$ cat src/rtl/instr_fetch_stage_if.sv
// Instruction-memory bus: the fetch stage issues requests and receives
// in-order read data.
interface instr_fetch_stage_if;
    logic        imem_req_valid;
    logic        imem_req_ready;
    logic [31:0] imem_addr;
    logic        imem_rsp_valid;
    logic [31:0] imem_rsp_data;

    modport master (
        output imem_req_valid,
        output imem_addr,
        input  imem_req_ready,
        input  imem_rsp_valid,
        input  imem_rsp_data
    );

    modport slave (
        input  imem_req_valid,
        input  imem_addr,
        output imem_req_ready,
        output imem_rsp_valid,
        output imem_rsp_data
    );
endinterface

$ cat src/rtl/instr_fetch_stage.sv
// Instruction fetch stage: issues credit-limited fetches, tracks in-flight
// addresses, buffers returned words and feeds the IF/ID register. A branch
// flushes everything and discards responses still in flight.
module instr_fetch_stage #(
    parameter int unsigned FIFO_DEPTH      = 2,
    parameter int unsigned MAX_OUTSTANDING = 2
) (
    input  logic                       clk,
    input  logic                       rst,
    input  logic [31:0]                PC,
    input  logic                       branch,
    input  logic                       stall,
    instr_fetch_stage_if.master        imem,
    output logic                       pc_advance,
    output logic                       if_id_valid,
    output logic [31:0]                if_id_pc,
    output logic [31:0]                if_id_instr
);
    localparam int unsigned      IDX_W     = (FIFO_DEPTH > 1) ? $clog2(FIFO_DEPTH) : 1;
    localparam int unsigned      PTR_W     = IDX_W + 1;
    localparam logic [31:0]      NOP       = 32'h0000_0013;
    localparam logic [PTR_W-1:0] DEPTH_P   = PTR_W'(FIFO_DEPTH);
    localparam logic [PTR_W-1:0] MAX_OUT_P = PTR_W'(MAX_OUTSTANDING);
    localparam logic [PTR_W-1:0] ONE       = PTR_W'(1);

    // Instruction FIFO ({pc, instr}) and in-flight address queue. The
    // address queue shares the FIFO storage size so both can use the
    // wrap-bit pointer scheme; the request credit keeps it within
    // MAX_OUTSTANDING entries.
    logic [31:0]      fifo_pc_q    [FIFO_DEPTH];
    logic [31:0]      fifo_pc_d    [FIFO_DEPTH];
    logic [31:0]      fifo_instr_q [FIFO_DEPTH];
    logic [31:0]      fifo_instr_d [FIFO_DEPTH];
    logic [PTR_W-1:0] fifo_wr_q, fifo_wr_d;
    logic [PTR_W-1:0] fifo_rd_q, fifo_rd_d;
    logic [31:0]      aq_addr_q    [FIFO_DEPTH];
    logic [31:0]      aq_addr_d    [FIFO_DEPTH];
    logic [PTR_W-1:0] aq_wr_q, aq_wr_d;
    logic [PTR_W-1:0] aq_rd_q, aq_rd_d;
    logic [PTR_W-1:0] outstanding_q, outstanding_d;
    logic [PTR_W-1:0] discard_q, discard_d;
    logic             if_id_valid_q, if_id_valid_d;
    logic [31:0]      if_id_pc_q, if_id_pc_d;
    logic [31:0]      if_id_instr_q, if_id_instr_d;

    logic [PTR_W-1:0] fifo_count;
    logic             fifo_empty;
    logic             rsp_take;
    logic             rsp_keep;
    logic             req_valid;
    logic             req_accept;
    logic [31:0]      rsp_pc;

    // Credit check and handshake qualification.
    always_comb begin
        fifo_count = fifo_wr_q - fifo_rd_q;
        fifo_empty = (fifo_wr_q[PTR_W-1] == fifo_rd_q[PTR_W-1]) &&
                     (fifo_wr_q[IDX_W-1:0] == fifo_rd_q[IDX_W-1:0]);
        rsp_take   = imem.imem_rsp_valid && (outstanding_q != '0);
        rsp_keep   = rsp_take && (discard_q == '0);
        req_valid  = rst && !branch && (outstanding_q < MAX_OUT_P) &&
                     ((outstanding_q + fifo_count) < DEPTH_P);
        req_accept = req_valid && imem.imem_req_ready;
    end

    assign imem.imem_req_valid = req_valid;
    assign imem.imem_addr      = PC;
    assign pc_advance          = req_accept;
    assign if_id_valid         = if_id_valid_q;
    assign if_id_pc            = if_id_pc_q;
    assign if_id_instr         = if_id_instr_q;

    // Next-state: branch flush first, otherwise queue/FIFO/IF-ID updates.
    always_comb begin
        fifo_pc_d     = fifo_pc_q;
        fifo_instr_d  = fifo_instr_q;
        fifo_wr_d     = fifo_wr_q;
        fifo_rd_d     = fifo_rd_q;
        aq_addr_d     = aq_addr_q;
        aq_wr_d       = aq_wr_q;
        aq_rd_d       = aq_rd_q;
        outstanding_d = outstanding_q;
        discard_d     = discard_q;
        if_id_valid_d = if_id_valid_q;
        if_id_pc_d    = if_id_pc_q;
        if_id_instr_d = if_id_instr_q;
        rsp_pc        = aq_addr_q[aq_rd_q[IDX_W-1:0]];

        if (branch) begin
            // Everything still in flight after this cycle must be dropped.
            fifo_rd_d     = fifo_wr_q;
            aq_rd_d       = aq_wr_q;
            if_id_valid_d = 1'b0;
            outstanding_d = outstanding_q - PTR_W'(rsp_take);
            discard_d     = outstanding_q - PTR_W'(rsp_take);
        end else begin
            if (req_accept) begin
                aq_addr_d[aq_wr_q[IDX_W-1:0]] = PC;
                aq_wr_d = aq_wr_q + ONE;
            end
            if (rsp_take) begin
                if (discard_q != '0) begin
                    discard_d = discard_q - ONE;
                end else begin
                    aq_rd_d = aq_rd_q + ONE;
                end
            end
            outstanding_d = outstanding_q + PTR_W'(req_accept) - PTR_W'(rsp_take);

            if (!stall) begin
                if (!fifo_empty) begin
                    if_id_valid_d = 1'b1;
                    if_id_pc_d    = fifo_pc_q[fifo_rd_q[IDX_W-1:0]];
                    if_id_instr_d = fifo_instr_q[fifo_rd_q[IDX_W-1:0]];
                    fifo_rd_d     = fifo_rd_q + ONE;
                end else if (rsp_keep) begin
                    // Bypass: response into an empty FIFO goes straight to IF/ID.
                    if_id_valid_d = 1'b1;
                    if_id_pc_d    = rsp_pc;
                    if_id_instr_d = imem.imem_rsp_data;
                end else begin
                    if_id_valid_d = 1'b0;
                end
            end

            if (rsp_keep && !(!stall && fifo_empty)) begin
                fifo_pc_d[fifo_wr_q[IDX_W-1:0]]    = rsp_pc;
                fifo_instr_d[fifo_wr_q[IDX_W-1:0]] = imem.imem_rsp_data;
                fifo_wr_d = fifo_wr_q + ONE;
            end
        end
    end

    // State registers with asynchronous active-low reset.
    always_ff @(posedge clk or negedge rst) begin
        if (!rst) begin
            for (int unsigned i = 0; i < FIFO_DEPTH; i++) begin
                fifo_pc_q[i]    <= '0;
                fifo_instr_q[i] <= NOP;
                aq_addr_q[i]    <= '0;
            end
            fifo_wr_q     <= '0;
            fifo_rd_q     <= '0;
            aq_wr_q       <= '0;
            aq_rd_q       <= '0;
            outstanding_q <= '0;
            discard_q     <= '0;
            if_id_valid_q <= 1'b0;
            if_id_pc_q    <= '0;
            if_id_instr_q <= NOP;
        end else begin
            fifo_pc_q     <= fifo_pc_d;
            fifo_instr_q  <= fifo_instr_d;
            aq_addr_q     <= aq_addr_d;
            fifo_wr_q     <= fifo_wr_d;
            fifo_rd_q     <= fifo_rd_d;
            aq_wr_q       <= aq_wr_d;
            aq_rd_q       <= aq_rd_d;
            outstanding_q <= outstanding_d;
            discard_q     <= discard_d;
            if_id_valid_q <= if_id_valid_d;
            if_id_pc_q    <= if_id_pc_d;
            if_id_instr_q <= if_id_instr_d;
        end
    end
endmodule

$ cat src/flat_wrapper.sv
// flat-port wrapper written by rule: the top's interface ports become plain ports
module instr_fetch_stage_flat 
#(
    parameter int unsigned FIFO_DEPTH      = 2,
    parameter int unsigned MAX_OUTSTANDING = 2
)
  (clk, rst, PC, branch, stall, pc_advance, if_id_valid, if_id_pc, if_id_instr, imem_imem_req_valid, imem_imem_addr, imem_imem_req_ready, imem_imem_rsp_valid, imem_imem_rsp_data);
  instr_fetch_stage_if imem_i ();
  input  logic clk;
  input  logic rst;
  input  logic [31:0] PC;
  input  logic branch;
  input  logic stall;
  output logic pc_advance;
  output logic if_id_valid;
  output logic [31:0] if_id_pc;
  output logic [31:0] if_id_instr;
  output wire logic [$bits(imem_i.imem_req_valid)-1:0] imem_imem_req_valid;
  output wire logic [$bits(imem_i.imem_addr)-1:0] imem_imem_addr;
  input wire logic [$bits(imem_i.imem_req_ready)-1:0] imem_imem_req_ready;
  input wire logic [$bits(imem_i.imem_rsp_valid)-1:0] imem_imem_rsp_valid;
  input wire logic [$bits(imem_i.imem_rsp_data)-1:0] imem_imem_rsp_data;
  assign imem_imem_req_valid = imem_i.imem_req_valid;
  assign imem_imem_addr = imem_i.imem_addr;
  assign imem_i.imem_req_ready = imem_imem_req_ready;
  assign imem_i.imem_rsp_valid = imem_imem_rsp_valid;
  assign imem_i.imem_rsp_data = imem_imem_rsp_data;
  instr_fetch_stage #(.FIFO_DEPTH(FIFO_DEPTH), .MAX_OUTSTANDING(MAX_OUTSTANDING)) u_core (.clk(clk), .rst(rst), .PC(PC), .branch(branch), .stall(stall), .imem(imem_i), .pc_advance(pc_advance), .if_id_valid(if_id_valid), .if_id_pc(if_id_pc), .if_id_instr(if_id_instr));
endmodule
$ cat config.mk
export PLATFORM = sky130hd
export DESIGN_NAME = instr_fetch_stage_flat
export DESIGN_NICKNAME = d
export VERILOG_FILES = /design/src/rtl/instr_fetch_stage_if.sv /design/src/rtl/instr_fetch_stage.sv /design/src/flat_wrapper.sv
export SDC_FILE = /design/constraint.sdc
export NUM_CORES = 1
export LEC_CHECK = 0
export CAP_MARGIN = 20
export CORE_MARGIN = 2
export CORE_UTILIZATION = 59
export DETAILED_ROUTE_END_ITERATION = 12
export PLACE_DENSITY = 0.85
export SLEW_MARGIN = 5
export SYNTH_ARGS = -nofsm -noshare
export SYNTH_HDL_FRONTEND = slang
export SYNTH_SLANG_ARGS = --single-unit
$ cat constraint.sdc
create_clock -name clk -period 7.2 [get_ports clk]
set_clock_uncertainty 0.2 [all_clocks]
set_input_delay 0.72 -clock clk [delete_from_list [all_inputs] [get_ports clk]]
set_output_delay 0.72 -clock clk [all_outputs]
set_load 0.1 [all_outputs]
Figure 1. Power grid.
Scale bar: 50 um. Pins as bars on the die edge.
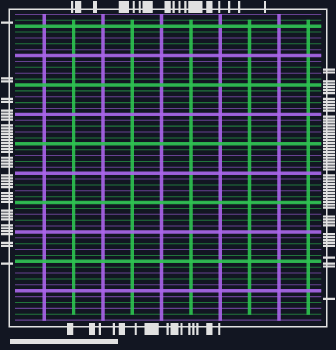
net	colour
VDD	green
VSS	purple
rows	52
met4 straps	10
met1 rails	53
met5 straps	10
chip width: 146 um
die height: 146 um

Figure 2. Placed cells, one colour a class.
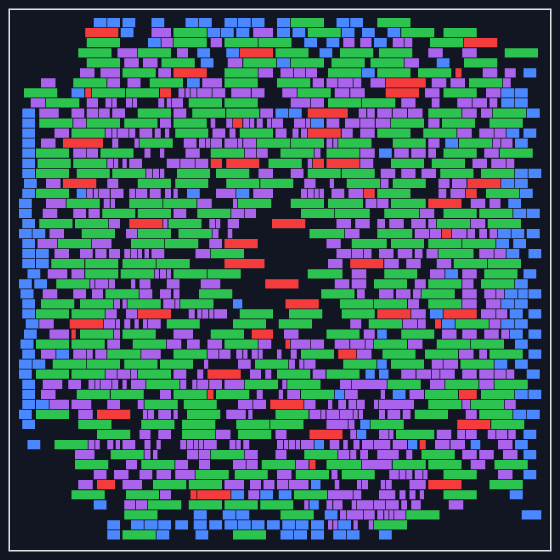
class	colour	cells
registers	green	267
remaining buffers and delay cells	blue	183
remaining logic cells	purple	554
clock drivers and dummy loads	red	52

Figure 3. Clock network drawn from the DEF.
Scale bar: 50 um.
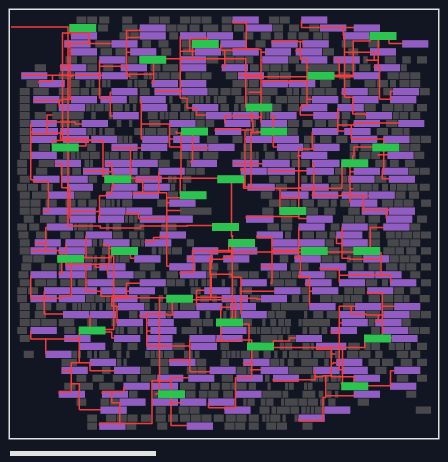
[clock-net drivers] green | count: 28
[clock wires] red | length: 3040 um
[flip-flops] purple | count: 267
flops lie	widely spread

Figure 4. Signal wires by layer.
Scale bar: 50 um.
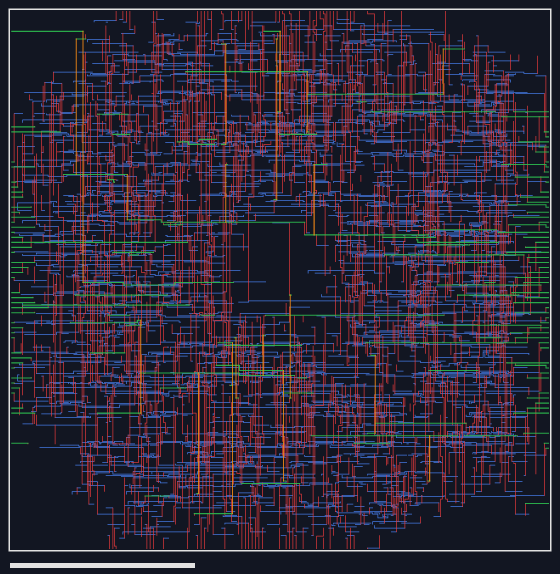
layer	colour	wire length
M4	orange	495 um
M2	red	12500 um
M1	blue	11400 um
M3	green	1530 um
GRT Total Usage: 24.3%
drt wl/cell: 19.6 um

Figure 5. Clock routing.
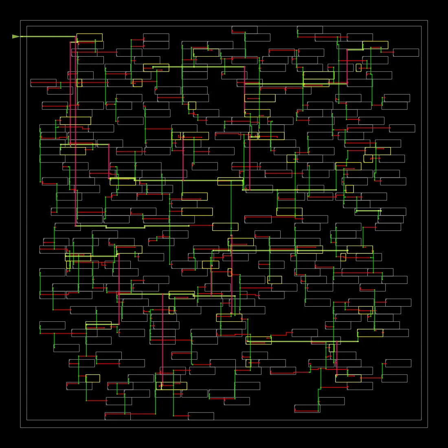
FF+latch count: 267
Clock Sink Count: 267
CTS buffer count: 28
worst skew pair latency: 540 ps

==> flow_summary_export.csv <==
group,metric,value,unit
outcome,outcome,"complete, no violations",
worst_setup_path,cpPeakStageDelay,1120,ps
synth,yosys_warnings,0,
synth,synth_flops,267,
worst_setup_path,cp_cell_sequence,"ha_1 > nor2b_1 > xnor3_1 > or2_2 > inv_1 > clkdlybuf4s50_1",
die,dieArea,21400,sq um
final_timing,tightest_slew,1130,ps
die,fp_util,59.6,%
final_timing,finalSetupViolations,0,
final_timing,finalCriticalPeriod,4720,ps
worst_setup_path,critPathCapture,"pc_advance",
final_timing,slew-limit-headroom,25.0,%
final_layout,diodes,0,
route,drt_wl_total,25900,um
clocking,postCtsSetupRepairBufs,0,
synth,netlist.area_leader.share,54.1,%
clocking,htreeDepth,1,
final_layout,area_growth_syn_to_layout,21.7,%
flow_run,warnings,28,
final_timing,final_hold_viol_count,0,
worst_setup_path,cp_max_fo,34,
worst_setup_path,regToRegSetupSlack,3810,ps
final_timing,fmax,212,MHz
synth,synth_area_per_cell,12.9,sq um
synth,edf_count,0,
final_layout,nNetsFinal,1109,
clocking,path_clk_slew,60,ps
final_layout,final_cells,1326,
route,routed_via_density,5.86,
final_timing,period_used_share,65.6,%
die,core_area,20000,sq um
placement,hpwl,15200,um
synth,yosysTopAreaCell,"dfrtp_1",
placement,dp_slack,2730,ps
synth,ys_seq_share,56.1,%
grt,antenna_found_initial,0,
final_timing,slew_viol_final,0,
worst_setup_path,critical-path-top-delay-family,"buffers and inverters",
synth,yosysCellCount,922,
synth,async_flop_share,100,%
final_timing,rsz0062_at_grt,"no",
die,io_pins,169,
route,drc,0,
route,postRouteAntennaNets,0,
route,dr.pass1.iters,5,
synth,common_cells,"dfrtp_1 (258), mux2_2 (131), nand2_1 (70)",
worst_setup_path,path_depth,6,
placement,portBuffers,168,
final_timing,hold-worst-slack,69.3,ps
synth,ys_types,37,
synth,ff_type,"dfrtp_1",
worst_setup_path,path_class,"flip-flop to output pin",
worst_setup_path,critPathArrivalTime,3800,ps
placement,place_congestion,0.741,
final_timing,worst_slack,2480,ps
synth,synth_area,11900,sq um
placement,dp.cells,1274,
grt,grt_pass1_wl,42600,um
final_layout,finish.instance_area,14500,sq um
synth,syn_nets,997,
grt,grt_pass1_vias,8168,
worst_setup_path,cp-start-kind,"flip-flop",
worst_setup_path,reg2reg_to,"u_core.fifo_instr_q[28]$_DFFE_PN0P_",
grt,grt.overflow.total,0,
worst_setup_path,r2r_start,"u_core.fifo_rd_q[0]$_DFFE_PN0P_",
flow_run,maxCapViolations,0,
clocking,holdBufCountCts,0,
placement,placed_area,13500,sq um
clocking,cts_tree,"built",
worst_setup_path,cp_slowest_cell,"clkdlybuf4s50_1",
final_layout,utilization,72.5,%
synth,synth_cells,922,
final_layout,drive_gt1_share,23.5,%
hold_path,hold_path_class,"primary input to asynchronous set/reset pin",
clocking,clockRootBuffer,"clkbuf_16",
clocking,cts_buffer_depth,3,
worst_setup_path,rr_worst_depth,5,
synth,top_cells_by_area,"dfrtp_1 (54%), mux2_2 (12%), mux2i_1 (5.6%), a2bb2oi_1 (4.7%), mux2_4 (3.6%)",
worst_setup_path,cp.required,6280,ps
synth,most_common_cell,"dfrtp_1",
worst_setup_path,path_buffers,2,
synth,yosysChipArea,11900,sq um
die,rows,52,
grt,grt_max_degree,123,
worst_setup_path,critPathLaunch,"u_core.fifo_rd_q[0]$_DFFE_PN0P_",
final_timing,tns,0,ps
route,num_vias,7774,
worst_setup_path,end_kind,"output pin",
clocking,ctsResizeCount,0,
route,drtIter0Drc,472,
-- registers in the layout, summed over array words and instances (netlist names) --
register,count
u_core.aq_addr_q,64
u_core.fifo_instr_q,64
u_core.fifo_pc_q,64
u_core.if_id_instr,32
u_core.if_id_pc,32
u_core.discard_q,2
u_core.fifo_rd_q,2
u_core.fifo_wr_q,2
u_core.outstanding_q,2
u_core.aq_rd_q,1
u_core.aq_wr_q,1
u_core.if_id_valid,1
-- layout by cell type (no fill, tap or decap), types with 5 or more instances in the layout --
cell             count
dfrtp_1            256
a2bb2oi_1           64
dfstp_2              9
o21ai_0             69
o22ai_1             33
a22o_1              32
mux2_2             131
mux2_4              29
nor2_1               6
nand2_1             70
mux2i_1             67
inv_1                9
clkdlybuf4s50_1    167
clkbuf_16           28
clkinv_2             7
xnor2_1              5
a21oi_1              6
ha_1                 5
buf_4               15
-- layer usage --
metal | track usage, % | wire length, um | vias up
met5 | 0 | 0 | -
met4 | 6.94 | 495 | 0
met3 | 4.25 | 1530 | 43
met2 | 40.3 | 12500 | 232
met1 | 33.6 | 11400 | 3952
li1 | - | - | 3547
-- area by class of cell --
type                            instances  area (sq um)
Clock buffer                           33           749
Clock inverter                         19           230
Fill cell                            1377          5520
Inverter                                9          33.8
Multi-Input combinational cell        545          4680
Sequential cell                       267          6700
Tap cell                              270           338
Timing Repair Buffer                  183          1800
-- logic make-up after synthesis --
group           Yosys count  synth area share, %
compound gates          210                 12.5
xor+xnor                 10                0.975
fa+ha+maj                 5                0.524
buf+inv                 110                 5.11
flops                   267                 56.1
mux                     227                 21.6
simple gates             93                 3.22
